===== src/rtl/ddr2_idelay_pkg.sv =====
// Shared definitions for the IDELAYCTRL reset sequencer and its users.
// Holds the sequencer state encoding and the default timing constants.
package ddr2_idelay_pkg;

    // Default timing in clk200 cycles
    localparam int unsigned DEF_SETTLE_CYCLES = 16;
    localparam int unsigned DEF_RST_CYCLES    = 12;   // IDELAYCTRL needs >= 50 ns (10 cycles)
    localparam int unsigned DEF_RDY_TIMEOUT   = 1024;
    localparam int unsigned DEF_MAX_RETRY     = 3;
    localparam int unsigned DEF_CNT_W         = 11;
    localparam int unsigned RETRY_W           = 2;

    typedef enum logic [2:0] {
        WAIT_LOCK = 3'd0,
        SETTLE    = 3'd1,
        RST_PULSE = 3'd2,
        WAIT_RDY  = 3'd3,
        READY     = 3'd4,
        FAIL      = 3'd5
    } idelay_state_e;

endpackage


===== src/rtl/ddr2_sync2.sv =====
// Two-flop synchronizer with synchronous active-high reset to 0.
// Ports: clk, rst (sync, active-high), d (async input), q (synchronized output).
module ddr2_sync2 (
    input  logic clk,
    input  logic rst,
    input  logic d,
    output logic q
);

    logic meta;

    always_ff @(posedge clk) begin
        if (rst) begin
            meta <= 1'b0;
            q    <= 1'b0;
        end else begin
            meta <= d;
            q    <= meta;
        end
    end

endmodule


===== src/rtl/ddr2_idelay_rst_seq.sv =====
// IDELAYCTRL reset sequencer in the 200 MHz reference domain: waits for a
// settled clock lock, pulses the IDELAYCTRL reset, waits for RDY with a
// timeout and bounded retries, and restarts on loss of RDY or lock.
// Ports:
//   clk200          200 MHz reference clock
//   rst200          synchronous active-high reset
//   clk_locked      DCM/PLL lock (asynchronous)
//   idelay_ctrl_rdy IDELAYCTRL RDY (asynchronous)
//   idelay_rst      IDELAYCTRL RST drive
//   iodelay_ready   IDELAYCTRL up and stable
//   timeout_err     sticky fatal error, cleared only by rst200
//   retry_count     timeouts seen in the current bring-up
module ddr2_idelay_rst_seq
    import ddr2_idelay_pkg::*;
#(
    parameter int unsigned SETTLE_CYCLES = DEF_SETTLE_CYCLES,
    parameter int unsigned RST_CYCLES    = DEF_RST_CYCLES,
    parameter int unsigned RDY_TIMEOUT   = DEF_RDY_TIMEOUT,
    parameter int unsigned MAX_RETRY     = DEF_MAX_RETRY,
    parameter int unsigned CNT_W         = DEF_CNT_W
) (
    input  logic               clk200,
    input  logic               rst200,
    input  logic               clk_locked,
    input  logic               idelay_ctrl_rdy,
    output logic               idelay_rst,
    output logic               iodelay_ready,
    output logic               timeout_err,
    output logic [RETRY_W-1:0] retry_count
);

    localparam logic [CNT_W-1:0] SETTLE_LAST  = CNT_W'(SETTLE_CYCLES - 1);
    localparam logic [CNT_W-1:0] RST_LAST     = CNT_W'(RST_CYCLES - 1);
    localparam logic [CNT_W-1:0] TIMEOUT_LAST = CNT_W'(RDY_TIMEOUT - 1);
    localparam logic [CNT_W-1:0] CNT_MAX      = {CNT_W{1'b1}};

    logic lock_s;
    logic rdy_s;

    idelay_state_e      state;
    idelay_state_e      state_nxt;
    logic [CNT_W-1:0]   cnt;
    logic [CNT_W-1:0]   cnt_nxt;
    logic [RETRY_W-1:0] retry_nxt;
    logic               idelay_rst_nxt;
    logic               iodelay_ready_nxt;
    logic               timeout_err_nxt;

    // Bring lock and RDY into the clk200 domain
    ddr2_sync2 u_sync_lock (
        .clk (clk200),
        .rst (rst200),
        .d   (clk_locked),
        .q   (lock_s)
    );

    ddr2_sync2 u_sync_rdy (
        .clk (clk200),
        .rst (rst200),
        .d   (idelay_ctrl_rdy),
        .q   (rdy_s)
    );

    // State, counter and output registers
    always_ff @(posedge clk200) begin
        if (rst200) begin
            state         <= WAIT_LOCK;
            cnt           <= '0;
            retry_count   <= '0;
            idelay_rst    <= 1'b1;
            iodelay_ready <= 1'b0;
            timeout_err   <= 1'b0;
        end else begin
            state         <= state_nxt;
            cnt           <= cnt_nxt;
            retry_count   <= retry_nxt;
            idelay_rst    <= idelay_rst_nxt;
            iodelay_ready <= iodelay_ready_nxt;
            timeout_err   <= timeout_err_nxt;
        end
    end

    // Next state; outputs are decoded from the next state so they line up
    // with the state register
    always_comb begin
        state_nxt = state;
        retry_nxt = retry_count;

        case (state)
            WAIT_LOCK: begin
                if (lock_s) state_nxt = SETTLE;
            end
            SETTLE: begin
                if (!lock_s)                 state_nxt = WAIT_LOCK;
                else if (cnt == SETTLE_LAST) state_nxt = RST_PULSE;
            end
            RST_PULSE: begin
                if (!lock_s)              state_nxt = WAIT_LOCK;
                else if (cnt == RST_LAST) state_nxt = WAIT_RDY;
            end
            WAIT_RDY: begin
                // RDY wins over a timeout landing on the same cycle
                if (!lock_s) begin
                    state_nxt = WAIT_LOCK;
                end else if (rdy_s) begin
                    state_nxt = READY;
                end else if (cnt == TIMEOUT_LAST) begin
                    if (32'(retry_count) < MAX_RETRY) begin
                        retry_nxt = retry_count + RETRY_W'(1);
                        state_nxt = RST_PULSE;
                    end else begin
                        state_nxt = FAIL;
                    end
                end
            end
            READY: begin
                if (!lock_s)     state_nxt = WAIT_LOCK;
                else if (!rdy_s) state_nxt = RST_PULSE;
            end
            FAIL: begin
                state_nxt = FAIL;
            end
            default: begin
                state_nxt = WAIT_LOCK;
            end
        endcase

        if (state_nxt == WAIT_LOCK) retry_nxt = '0;

        // Counter restarts on every state change and saturates otherwise
        if (state_nxt != state || state == WAIT_LOCK) cnt_nxt = '0;
        else if (cnt == CNT_MAX)                      cnt_nxt = cnt;
        else                                          cnt_nxt = cnt + CNT_W'(1);

        idelay_rst_nxt    = !(state_nxt == WAIT_RDY || state_nxt == READY);
        iodelay_ready_nxt = (state_nxt == READY);
        timeout_err_nxt   = (state_nxt == FAIL);
    end

endmodule


===== config.mk =====
export PLATFORM = sky130hd
export DESIGN_NAME = ddr2_idelay_rst_seq
export DESIGN_NICKNAME = d
export VERILOG_FILES = /design/src/rtl/ddr2_idelay_pkg.sv /design/src/rtl/ddr2_sync2.sv /design/src/rtl/ddr2_idelay_rst_seq.sv
export SDC_FILE = /design/constraint.sdc
export NUM_CORES = 1
export LEC_CHECK = 0
export CORE_MARGIN = 4
export CORE_UTILIZATION = 40
export DETAILED_ROUTE_END_ITERATION = 8
export PLACE_DENSITY = 0.6
export SLEW_MARGIN = 40
export SYNTH_ARGS = -nofsm -noshare
export SYNTH_HDL_FRONTEND = slang
export SYNTH_SLANG_ARGS = --single-unit
export TNS_END_PERCENT = 20

===== constraint.sdc =====
create_clock -name clk200 -period 5.95 [get_ports clk200]
set_clock_uncertainty 0.1 [all_clocks]
set_input_delay 1.4875 -clock clk200 [delete_from_list [all_inputs] [get_ports clk200]]
set_output_delay 1.4875 -clock clk200 [all_outputs]
set_load 0.05 [all_outputs]

Clock wires, drivers and flops:
(10 px per um)
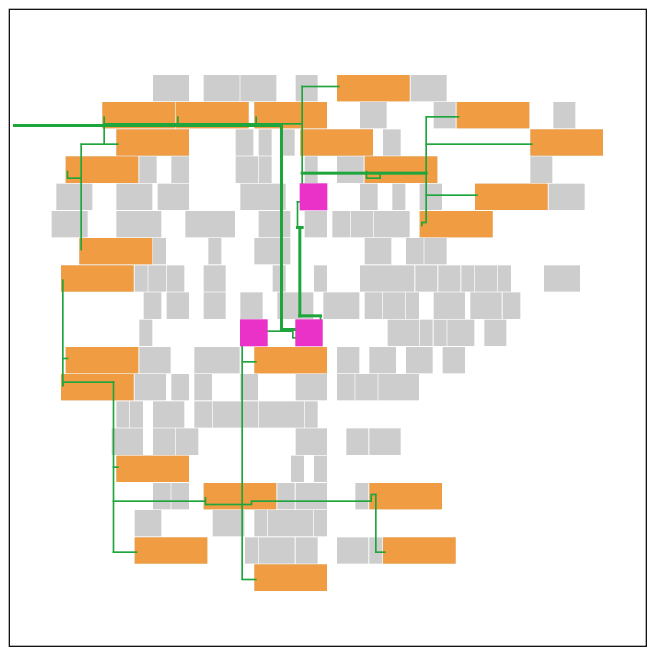
[magenta] clock drivers | count: 3
[green] clock wires | length: 273 um
[orange] flip-flops | count: 23
flops lie: spread over the die
routed clock nets: 4

Placement by cell class:
(8 px per um) Fill, decap, tap and diode cells in gray.
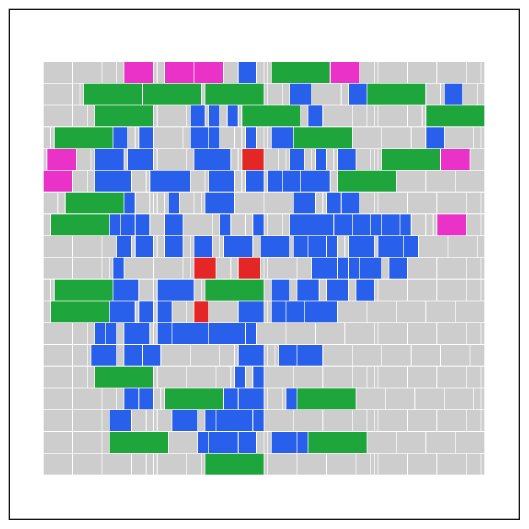
[magenta] other buffers and delay cells | cells: 8 | share of their area: 6.3%
[green] flops | cells: 23 | share of their area: 36%
[blue] combinational and other logic | cells: 107 | share of their area: 55%
[red] clock drivers and dummy loads | cells: 4 | share of their area: 2.2%
flop share of the area: 35.0%
Final Instance Area: 1320 sq um
core area: 2850 sq um
Util after Layout: 46.1%

==> run notes <==
fresh numbers from the pnr run: status=finished clean, area occupied by multi-input gates=697 sq um, clk pwr=0.0000712 W, crit path time final=3.11 ns, Cell Count, Final, Fillers Out=between 150 and 200, clock share of power=between 30% and 40%, GRT Max-Usage Layer=met2, Synth mux share=1.62%, Clock-cell share=2.09%, top_reg_cell synth=dfxtp_1, met3 Track Usage GR=between 3 and 4%, seq pwr=0.000158 W, worst-path cell chain=clkdlybuf4s50_1, #MultiIn Comb=104, Post-route DRC=0, Leak Pwr=between 0.4 and 0.5 nW, via count of the first global-routing pass=approximately 950, critical path depth=1, Post-Route WL=roughly 2.3 mm, Unique masters post-synth=46, peak supply drop=~0.00011 V, Cell Area, Synth=1230 sq um, # port buffers=8, HP Start=u_sync_lock.meta, # Cells Yosys=approximately 140, f_max=321 MHz, most used logic cell in the final layout=dfxtp_1, seq_cells=23, sequential cell area=between 400 and 500 sq um, Top class by area=multi-input combinational cells, GRT met1 Usage=between 15 and 20%, Net Sw Frac=22.1%, Reg-to-Reg Start=cnt[0], top cells by area=dfxtp_1 37%, nor2_1 4.6%, xor2_1 4.3%, routing usage on met2=20.5%, Hold-fix buffers, CTS=0, Chip Area, Yosys=~1200 sq um, Root Buffer=clkbuf_4, max FFs per register=11, initial drt markers=32, P_comb=between 0.000008 and 0.000009 W, CTS tree=yes, Critical Path Source Type=flip-flop, number of post-CTS setup repair buffers=0, CP endpoint=retry_count[0], Setup Crit Path Kind=reg2out, worst-path maximum fanout=3, Setup crit start=retry_count[0], Worst setup EP type=output pin, largest power group=sequential cells, # setup viols final=0, # Max-Cap Violations=0, IO Count=9, buffer and inverter count on the worst path=1, Biggest register=cnt, comb area leader=simple AND/OR/NAND/NOR gates, max layer used=met4, Reg power frac=between 60% and 70%, area of placed instances=1290 sq um, Hold Crit Depth=1, Sum Neg Setup Slack=0 ns, fraction of power consumed by combinational cells=under 10%, Top cells excl fill/tap=23 x dfxtp_1, 15 x nor2_1, 8 x nand2_1, 8 x clkdlybuf4s50_1, 7 x nand3_1, switching power=0.0000526 W, Int Pwr=0.000185 W, Hold/Removal Path Class=reg2reg, Worst-Margin Slew=0.606 ns, share of cells above drive strength 1=under 10%, cycle use final=52.3%, DR WL met2=977 um, pwr dens=approximately 180 nW/um^2, Pre-Repair DR Iteration Count=4, Avg Cell Area, Syn=8.82 sq um, clk ins delay skew pair=0.31 ns, Routed WL per cell=13.4 um, vias per inst=~5.6, Critical Path RT=4.36 ns, pin count of the biggest net entering global routing=14, Area leader share=between 30% and 40%, flip-flops with a built-in enable=0, Placement Setup Slack=roughly 2.6 ns, worst r2r path cells=6, Post-Syn Instances=about 140, Layout clock buffers=3
Supply network:
(6 px per um) Pins as bars on the die edge.
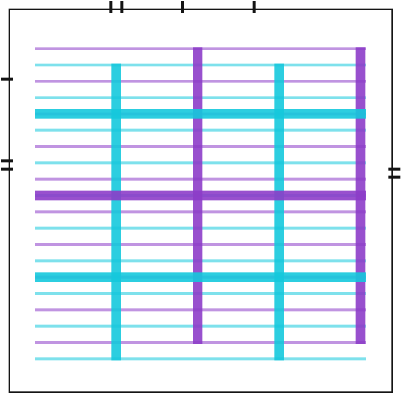
[cyan] VSS
[purple] VDD
signal pins: 9
met4 straps: 4
met1 rails: 20
met5 straps: 3
rows: 19
Die Y: 63.6 um
Die W: 63.6 um

Sequential cells colored by netlist name:
(8 px per um) Other sequential cells in the stronger gray, the rest of the logic in the fainter gray.
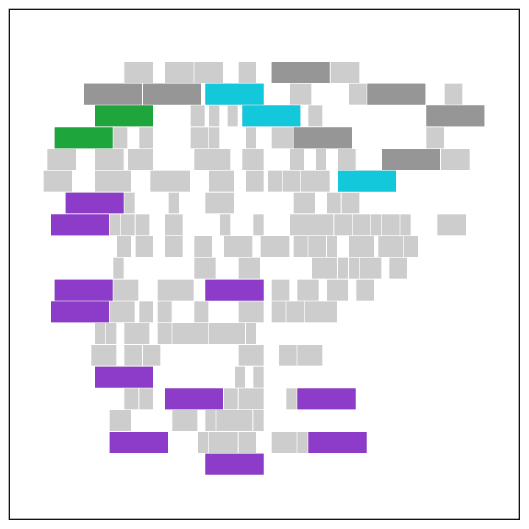
[purple] cnt | flops: 11
[cyan] state | flops: 3
[green] retry_count | flops: 2
not colored: 7

Power and IR drop assume default switching activity.
